==> config.mk <==
export PLATFORM = sky130hd
export DESIGN_NAME = pwm_duty_sched
export DESIGN_NICKNAME = d
export VERILOG_FILES = /design/src/rtl/pwm_duty_sched.sv
export SDC_FILE = /design/constraint.sdc
export NUM_CORES = 1
export LEC_CHECK = 0
export CORE_UTILIZATION = 50
export CTS_CLUSTER_SIZE = 30
export DETAILED_ROUTE_END_ITERATION = 6
export PLACE_DENSITY = 0.72
export SLEW_MARGIN = 10
export SYNTH_ARGS = -nofsm -noshare
export SYNTH_HDL_FRONTEND = slang
export SYNTH_SLANG_ARGS = --single-unit
==> constraint.sdc <==
create_clock -name clk -period 4.24 [get_ports clk]
set_input_delay 0.424 -clock clk [delete_from_list [all_inputs] [get_ports clk]]
set_output_delay 0.424 -clock clk [all_outputs]
set_load 0.01 [all_outputs]
==> src/rtl/pwm_duty_sched.sv <==
// Duty-cycle scheduler and over-current supervisor for the PWM11 half-bridge modulator.
// Optional build macro AUTO_RETRY_EN: FAULT self-clears after RETRY_PERIODS periods with enable held.
module pwm_duty_sched #(
    parameter logic [10:0] RAMP_STEP     = 11'd16,
    parameter logic [10:0] MAX_DUTY      = 11'h7BF,
    parameter logic [2:0]  TRIP_PERIODS  = 3'd4,
    parameter logic [10:0] RETRY_PERIODS = 11'd1024
) (
    input  logic        clk,
    input  logic        rst_n,
    input  logic        enable,
    input  logic [10:0] duty_req,
    input  logic        PWM_synch,
    input  logic        ovr_I_blank,
    input  logic        OVR_I,
    input  logic        clr_fault,
    output logic [10:0] duty,
    output logic        running,
    output logic        fault
);

    typedef enum logic [1:0] {
        ST_IDLE  = 2'd0,
        ST_RAMP  = 2'd1,
        ST_RUN   = 2'd2,
        ST_FAULT = 2'd3
    } state_t;

    state_t      state_r;
    logic        oc_seen_r;
    logic [2:0]  trip_cnt_r;
    logic [10:0] duty_tgt_s;
    logic [10:0] slew_tgt_s;
    logic [10:0] duty_nxt_s;
    logic [2:0]  trip_nxt_s;
    logic        oc_hit_s;
`ifdef AUTO_RETRY_EN
    logic [10:0] retry_cnt_r;
    logic [10:0] retry_nxt_s;
`endif

    // One slew step toward tgt; overshoot in either direction lands exactly on tgt.
    function automatic logic [10:0] slew_toward(input logic [10:0] cur,
                                                input logic [10:0] tgt,
                                                input logic [10:0] step);
        logic [11:0] up_v;
        logic [11:0] dn_v;
        logic [10:0] res_v;
        up_v = {1'b0, cur} + {1'b0, step};
        dn_v = {1'b0, cur} - {1'b0, step};
        if (cur < tgt) begin
            if (up_v > {1'b0, tgt}) begin
                res_v = tgt;
            end else begin
                res_v = up_v[10:0];
            end
        end else if (cur > tgt) begin
            if (dn_v[11] || (dn_v < {1'b0, tgt})) begin
                res_v = tgt;
            end else begin
                res_v = dn_v[10:0];
            end
        end else begin
            res_v = cur;
        end
        return res_v;
    endfunction

    // Target clamp, next slew value and next trip count for the coming period boundary.
    always_comb begin
        duty_tgt_s = (duty_req > MAX_DUTY) ? MAX_DUTY : duty_req;
        slew_tgt_s = enable ? duty_tgt_s : 11'd0;
        duty_nxt_s = slew_toward(duty, slew_tgt_s, RAMP_STEP);
        oc_hit_s   = OVR_I & ~ovr_I_blank;
        if (!oc_seen_r) begin
            trip_nxt_s = 3'd0;
        end else if (trip_cnt_r >= TRIP_PERIODS) begin
            trip_nxt_s = trip_cnt_r;
        end else begin
            trip_nxt_s = trip_cnt_r + 3'd1;
        end
`ifdef AUTO_RETRY_EN
        if (retry_cnt_r >= RETRY_PERIODS) begin
            retry_nxt_s = retry_cnt_r;
        end else begin
            retry_nxt_s = retry_cnt_r + 11'd1;
        end
`endif
    end

    // Scheduler FSM with registered duty/running/fault.
    always_ff @(posedge clk or negedge rst_n) begin
        if (!rst_n) begin
            state_r    <= ST_IDLE;
            duty       <= 11'd0;
            running    <= 1'b0;
            fault      <= 1'b0;
            oc_seen_r  <= 1'b0;
            trip_cnt_r <= 3'd0;
`ifdef AUTO_RETRY_EN
            retry_cnt_r <= 11'd0;
`endif
        end else begin
            case (state_r)
                ST_IDLE: begin
                    oc_seen_r  <= 1'b0;
                    trip_cnt_r <= 3'd0;
                    fault      <= 1'b0;
                    if (enable && PWM_synch) begin
                        state_r <= ST_RAMP;
                        duty    <= duty_nxt_s;
                        running <= 1'b1;
                    end else begin
                        duty    <= 11'd0;
                        running <= 1'b0;
                    end
                end
                ST_RAMP, ST_RUN: begin
                    if (PWM_synch) begin
                        // The synch cycle's own sample belongs to the period that starts here.
                        oc_seen_r  <= oc_hit_s;
                        trip_cnt_r <= trip_nxt_s;
                        if (trip_nxt_s >= TRIP_PERIODS) begin
                            state_r <= ST_FAULT;
                            duty    <= 11'd0;
                            running <= 1'b0;
                            fault   <= 1'b1;
`ifdef AUTO_RETRY_EN
                            retry_cnt_r <= 11'd0;
`endif
                        end else if (!enable) begin
                            duty <= duty_nxt_s;
                            if (duty_nxt_s == 11'd0) begin
                                state_r    <= ST_IDLE;
                                running    <= 1'b0;
                                oc_seen_r  <= 1'b0;
                                trip_cnt_r <= 3'd0;
                            end else begin
                                state_r <= ST_RAMP;
                            end
                        end else begin
                            duty <= duty_nxt_s;
                            if ((state_r == ST_RUN) || (duty_nxt_s == duty_tgt_s)) begin
                                state_r <= ST_RUN;
                            end else begin
                                state_r <= ST_RAMP;
                            end
                        end
                    end else begin
                        oc_seen_r <= oc_seen_r | oc_hit_s;
                    end
                end
                ST_FAULT: begin
                    duty    <= 11'd0;
                    running <= 1'b0;
                    if (clr_fault && !enable) begin
                        state_r    <= ST_IDLE;
                        fault      <= 1'b0;
                        trip_cnt_r <= 3'd0;
                        oc_seen_r  <= 1'b0;
`ifdef AUTO_RETRY_EN
                    end else if (PWM_synch) begin
                        retry_cnt_r <= retry_nxt_s;
                        if (enable && (retry_nxt_s >= RETRY_PERIODS)) begin
                            state_r    <= ST_IDLE;
                            fault      <= 1'b0;
                            trip_cnt_r <= 3'd0;
                            oc_seen_r  <= 1'b0;
                        end else begin
                            fault <= 1'b1;
                        end
`endif
                    end else begin
                        fault <= 1'b1;
                    end
                end
                default: begin
                    state_r <= ST_IDLE;
                    duty    <= 11'd0;
                    running <= 1'b0;
                    fault   <= 1'b0;
                end
            endcase
        end
    end

endmodule

==> run notes <==
run results: outcome finished, final reports clean, fin crit share a little over nine tenths, num sequential 19, Chip Area, Yosys approximately 2700 um2, DP Wirelength roughly 6.3 mm, post-CTS setup buffer count 0, invs w/o clock 25, sequential power share roughly 11%, WHS Path Cells 1, routed vias between 2,000 and 3,000, dpl ws -0.1675 ns, Worst Path Arrival 4.28 ns, CTS Hold Bufs 0, Registers, synthesis 19, tool warnings 35, Slew HR 43.99%, final estimated routing congestion in global placement slightly above 1, Peak VDD IR 388.4 uV, synthesized area 2731 um2, I/O pins 31, dpl cells between 400 and 500, initial antenna violation count 0, post-synthesis sequential area ratio between 10% and 20%, startpoint type of the worst setup path flip-flop, Crit. Startpoint duty[4]$_DFFE_PN0N_, count of library flops with an enable pin 0, reg-to-reg slack, setup about 0.10 ns, chip area roughly 5800 um2, final hold viol count 0, setup tns final 0 ns, Non-Filler Instances 467, Tot Pwr roughly 2.8 mW, yosys warning tally 0, Dominant flop cell dfrtp_1, adder share 13.28%, Crit-path slowest cell dfrtp_1, asr flop ratio synth 100.0%, R2R depth 17, DRC 0, Endpoint, Worst Hold trip_cnt_r[1]$_DFFE_PN0P_, syn_area_per_cell around 8 um2
flip-flops by register name (all words and copies together), names as in the netlist:
name        flops
duty           11
trip_cnt_r      3
state_r         2
fault           1
oc_seen_r       1
running         1
layer usage:
metal	vias up	share of wire, %	global-route usage (%)
li1	1385	-	-
met1	1356	47	41.03
met2	121	45	45.09
met3	13	5.7	2.892
met4	0	1.6	5.962
met5	-	0	0
placed cells by master, fill, tap and decap left out, types with 5 or more instances in the layout:
cell,instances
buf_4,33
nand2_1,32
clkdlybuf4s50_1,30
ha_1,28
nor2_1,24
inv_1,23
o21ai_0,21
dfrtp_1,18
nand3_1,15
a21oi_1,13
xnor2_1,9
mux2i_1,9
nand4_1,8
xor2_1,7
o211ai_1,7
o21ai_1,6
a22o_1,6
and2_1,5
o2111ai_1,5
or3_1,5
Fig. 1: cell area per tile
The die is cut into 8 by 8 equal tiles; white is low, dark blue is high, 0 to 100% covered.
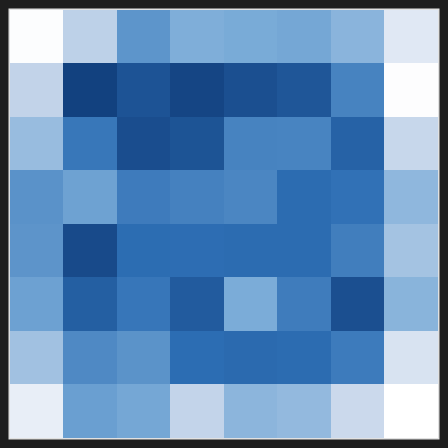
mean over tiles: 58%
tiles over 75% full: 31%
nearly empty tiles: 4.7%
fullest tile: 93%
post-layout util: 65.82%
Core Region: 5172 um2
FP Core Util: 52.81%

Fig. 2: congestion heat map
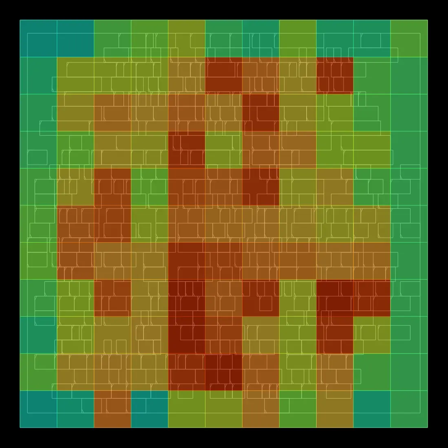
met1 Track Usage GR: 41.03%
met3 Track Usage GR: 2.892%
WL/cell: 17.09 um
Tot GR Track Use: 28.22%
met2 Usage GRT: 45.09%

Fig. 3: placement by cell class
Bar = 20 um. Fill, decap, tap and diode cells in gray.
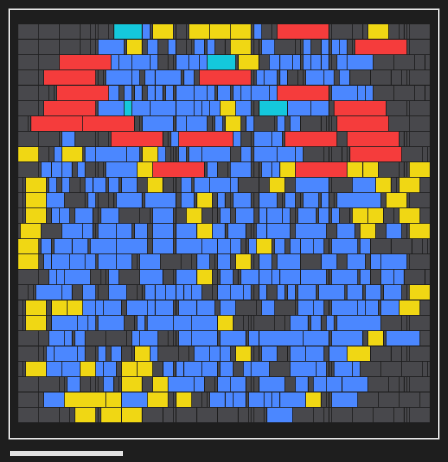
[flops] red | cells: 19 | share of their area: 14%
[clock drivers and dummy loads] cyan | cells: 4 | share of their area: 1.4%
[other buffers and delay cells] yellow | cells: 65 | share of their area: 17%
[combinational and other logic] blue | cells: 309 | share of their area: 67%
row count: 26
Finished Cell Area: 3405 um2
Seq/total area: 14.00%

Power is estimated from default activity; no workload was simulated.
